$ cat src/rtl/lut_neuron_stream.sv
// Streaming LUT neuron: LANES words per beat index one runtime-programmable truth table.
// Two-register pipeline; the table is cleared to DEFAULT_OUT after every reset before traffic is accepted.
module lut_neuron_stream #(
    parameter int IN_WIDTH  = 8,
    parameter int OUT_WIDTH = 2,
    parameter int LANES     = 1,
    parameter logic [OUT_WIDTH-1:0] DEFAULT_OUT = '0
) (
    input  logic                           clk,
    input  logic                           rst,
    input  logic                           cfg_we,
    input  logic [IN_WIDTH-1:0]            cfg_addr,
    input  logic [OUT_WIDTH-1:0]           cfg_data,
    output logic                           cfg_ready,
    input  logic                           s_valid,
    output logic                           s_ready,
    input  logic [LANES*IN_WIDTH-1:0]      s_data,
    output logic                           m_valid,
    input  logic                           m_ready,
    output logic [LANES*OUT_WIDTH-1:0]     m_data
);
    localparam int DEPTH = 1 << IN_WIDTH;

    typedef enum logic {INIT, RUN} state_t;

    state_t                       state, state_nxt;
    logic [IN_WIDTH-1:0]          clr_cnt, clr_cnt_nxt;
    logic [OUT_WIDTH-1:0]         tbl [DEPTH];
    logic                         tbl_we;
    logic [IN_WIDTH-1:0]          tbl_addr;
    logic [OUT_WIDTH-1:0]         tbl_data;
    logic                         adv;
    logic                         v1;
    logic [LANES*IN_WIDTH-1:0]    s1_data;
    logic [LANES*OUT_WIDTH-1:0]   lookup;

    always_ff @(posedge clk or posedge rst) begin
        if (rst) begin
            state   <= INIT;
            clr_cnt <= '0;
        end else begin
            state   <= state_nxt;
            clr_cnt <= clr_cnt_nxt;
        end
    end

    // The clear sweep owns the table write port; config writes during INIT are simply lost.
    always_comb begin
        state_nxt   = state;
        clr_cnt_nxt = clr_cnt;
        tbl_we      = 1'b0;
        tbl_addr    = cfg_addr;
        tbl_data    = cfg_data;
        cfg_ready   = 1'b0;
        case (state)
            INIT: begin
                tbl_we      = 1'b1;
                tbl_addr    = clr_cnt;
                tbl_data    = DEFAULT_OUT;
                clr_cnt_nxt = clr_cnt + IN_WIDTH'(1);
                if (clr_cnt == '1)
                    state_nxt = RUN;
            end
            RUN: begin
                cfg_ready = 1'b1;
                tbl_we    = cfg_we;
            end
            default: state_nxt = INIT;
        endcase
    end

    // No reset on the table itself: its contents are rebuilt by the INIT sweep.
    always_ff @(posedge clk) begin
        if (tbl_we)
            tbl[tbl_addr] <= tbl_data;
    end

    always_comb begin
        lookup = '0;
        for (int k = 0; k < LANES; k++)
            lookup[k*OUT_WIDTH +: OUT_WIDTH] = tbl[s1_data[k*IN_WIDTH +: IN_WIDTH]];
    end

    assign adv     = !m_valid || m_ready;
    assign s_ready = (state == RUN) && adv;

    // Both stages advance together; a same-cycle table write lands after the stage-2 capture.
    always_ff @(posedge clk or posedge rst) begin
        if (rst) begin
            v1      <= 1'b0;
            s1_data <= '0;
            m_valid <= 1'b0;
            m_data  <= '0;
        end else if (adv) begin
            v1      <= s_valid && s_ready;
            m_valid <= v1;
            if (s_valid && s_ready)
                s1_data <= s_data;
            if (v1)
                m_data <= lookup;
        end
    end
endmodule
$ cat config.mk
export PLATFORM = sky130hd
export DESIGN_NAME = lut_neuron_stream
export DESIGN_NICKNAME = d
export VERILOG_FILES = /design/src/rtl/lut_neuron_stream.sv
export SDC_FILE = /design/constraint.sdc
export NUM_CORES = 1
export LEC_CHECK = 0
export ABC_CLOCK_PERIOD_IN_PS = 7600
export CAP_MARGIN = 20
export CORE_MARGIN = 2
export CORE_UTILIZATION = 30
export DETAILED_ROUTE_END_ITERATION = 16
export PLACE_DENSITY = 0.45
export REMOVE_ABC_BUFFERS = 1
export SYNTH_ARGS = -nofsm -noshare
export SYNTH_HDL_FRONTEND = slang
export SYNTH_SLANG_ARGS = --single-unit
$ cat constraint.sdc
create_clock -name clk -period 7.6 [get_ports clk]
set_input_delay 1.14 -clock clk [delete_from_list [all_inputs] [get_ports clk]]
set_output_delay 1.14 -clock clk [all_outputs]
set_load 0.02 [all_outputs]
placement.png
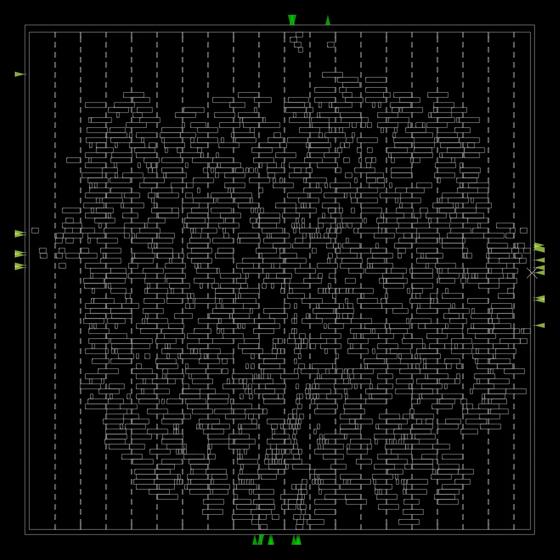
Core Util, Final: 34.58%
Core Area: 73,080 sq um
Well Taps: 959
Flops: 533

==> results.json <==
{
  "finalMaxSlewViolations": 0,
  "synth_cells": 1307,
  "async_flop_share_pct": 3.940,
  "syn_avg_cell_area_sq_um": 16.97,
  "path_clk_slew_ns": 0.06,
  "postCtsSetupBuffers": 0,
  "violations": "design-rule violations",
  "yosysWarnings": 0,
  "post-route-min-period_ns": 3.996,
  "tool_warnings": 31,
  "dp_slack_ns": 3.283,
  "nNetsFinal": 1352,
  "hpwl_um": 33930,
  "final_antenna_net_count": 0,
  "totalWireLength_um": 57490,
  "grt.total_usage_pct": 15.35,
  "clk_path_buf_depth": 3,
  "crit_top_cell": "clkdlybuf4s50_1",
  "synthFlopType": "edfxtp_1",
  "r2r-end": "m_data[1]",
  "r2r_slack_ns": 4.05,
  "io_buffer_count": 27,
  "dieArea_sq_um": 76110,
  "dr_total_vias": 11860,
  "cp_max_fo": 5,
  "worst-slew-pin-transition_ns": 1.320,
  "grt_overflow_total": 0,
  "diodes": 0,
  "grt_max_degree": 257,
  "yosys.area.top_type": "edfxtp_1",
  "aoi_share_pct": 3.216,
  "cts_resized": 0,
  "finalWorstSetupSlack_ns": 3.604,
  "cts_tree": "done",
  "drt_iter0_drc": 1006,
  "io-pin-count": 28,
  "wire_per_inst_um": 24.62,
  "synth_seq_share_pct": 71.70,
  "clk_latency_ns": 0.62,
  "drive_gt1_share_pct": 16.86,
  "path_cells": "clkdlybuf4s50_1, nand2b_1, and2_1, clkdlybuf4s50_1",
  "hold_buffers": 0,
  "final.setup.tns_ns": 0,
  "yosys-stat-cells": 1307,
  "r2r_start": "s1_data[2]",
  "antenna_found_initial": 0,
  "simple_gate_share_pct": 7.690,
  "fmax_mhz": 250.3,
  "placed_area_sq_um": 23360,
  "fp.dieW_um": 275.9,
  "reg2reg_depth": 8,
  "finalHoldViolCount": 0,
  "design_area_sq_um": 25270,
  "netlist_area_sq_um": 22180,
  "setup_viol": 0,
  "relSlewSlack_pct": 12.01,
  "ir_drop_uv": 159.8,
  "hold_end": "m_valid",
  "ys_sh_xor_pct": 0.2765,
  "ys_ff": 533,
  "slowest_stage": "clkdlybuf4s50_1",
  "critPathCaptureType": "output pin",
  "syn2layout_area_growth_pct": 13.95,
  "critical_path_class": "input port to output pin",
  "lay_top_count": "edfxtp_1",
  "ys_top_logic_family": "multiplexers",
  "final_cell_mix": "512 x edfxtp_1, 271 x nor2_1, 96 x mux4_2",
  "yosysChipArea_sq_um": 22180,
  "grt_pass1_vias": 12630,
  "post-route-drc-count": 1,
  "status": "complete, but fails checks",
  "rsz0062_at_grt": "no",
  "finalClockPeriodUsage_pct": 52.58,
  "edf_count": 512,
  "gp_congestion": 0.7880,
  "numClockSinks": 533,
  "synthAdderAreaFrac_pct": 0.05642,
  "hold_path_class": "flop to flop",
  "whs_path_depth": 2,
  "power_density_nw_per_um2": 237.0,
  "fp.dieH_um": 275.9,
  "hp-start": "v1",
  "cts_buffers": 59,
  "vias_per_cell": 5.079
}
layer_met4.png
Supply wires on this layer in grey.
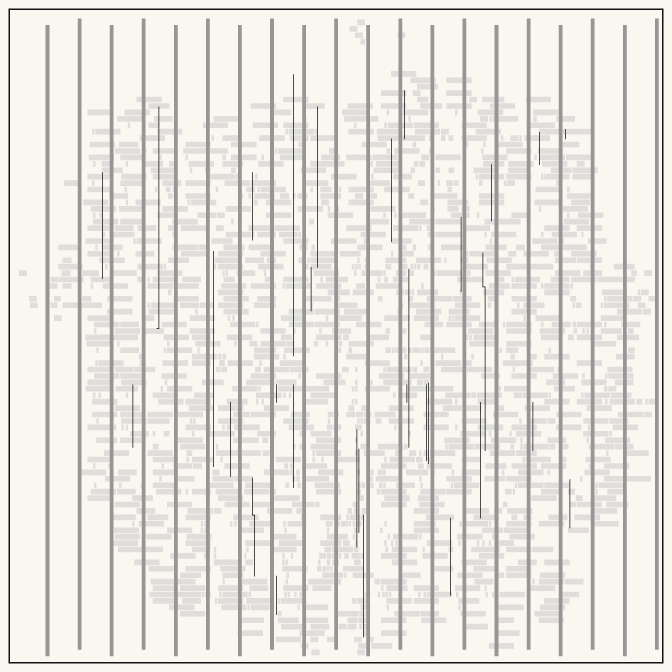
nets with wire on the layer = 15
share of all routed wire = 2.2%
main direction = vertical

[report_power, final]
| part | internal (mW) | switching [mW] | total, mW |
|---|---|---|---|
| sequential | 3.17 | 0.0000000000000000436 | 3.17 |
| combinational | 0.0112 | 0.00884 | 0.0201 |
| clock | 1.65 | 1.15 | 2.80 |
[worst max-delay path by stage]
stage,depth (start not counted),slack [ns],startpoint,to
3_5_place_dp,5,3.28,cfg_addr[0],tbl[189][1]
5_1_grt,4,3.59,m_ready,s_ready
4_1_cts,4,3.60,m_ready,s_ready
6_report,4,3.60,m_ready,s_ready
2_1_floorplan,5,1.67,s1_data[0],m_data[0]
3_3_place_gp,5,3.37,cfg_addr[0],tbl[141][0]
[worst max-delay path, delay by kind of cell]
kind | cells | cell delay [ns]
buffers and inverters | 2 | 1.10
and+or+nand+nor | 2 | 0.61
[routing by layer]
metal	GRT usage, %	wire length [um]	vias to the layer above
met2	25.09	27590	274
li1	-	-	5194
met1	21.41	26210	6314
met4	4.400	1261	0
met3	2.088	2425	77
met5	0	0	-
[per-stage QoR]
stage                     hold slack [ns]  std cells  util (%)
final                              0.5066       2335     34.58
after CTS                          0.5050       2335     34.58
after floorplan                    0.4601       1223         -
after detailed placement           0.5057       2226     31.96
after global routing               0.5405       2335     34.58
after global placement             0.5013       2226     31.96
[final cells by class]
class,count,area (sq um)
sequential,533,15910
multi-input combinational,677,5749
clock inverter,34,275.3
tap,959,1200
fill,6989,47810
inverter,13,48.80
clock buffer,75,1638
timing repair buffer,44,447.9
[sequential cells by signal, summed over array words and instances, names as in the netlist]
name and flops:
clr_cnt 8, v1 1, m_valid 1, state 1, s1_data 8, tbl 512
m_data 2
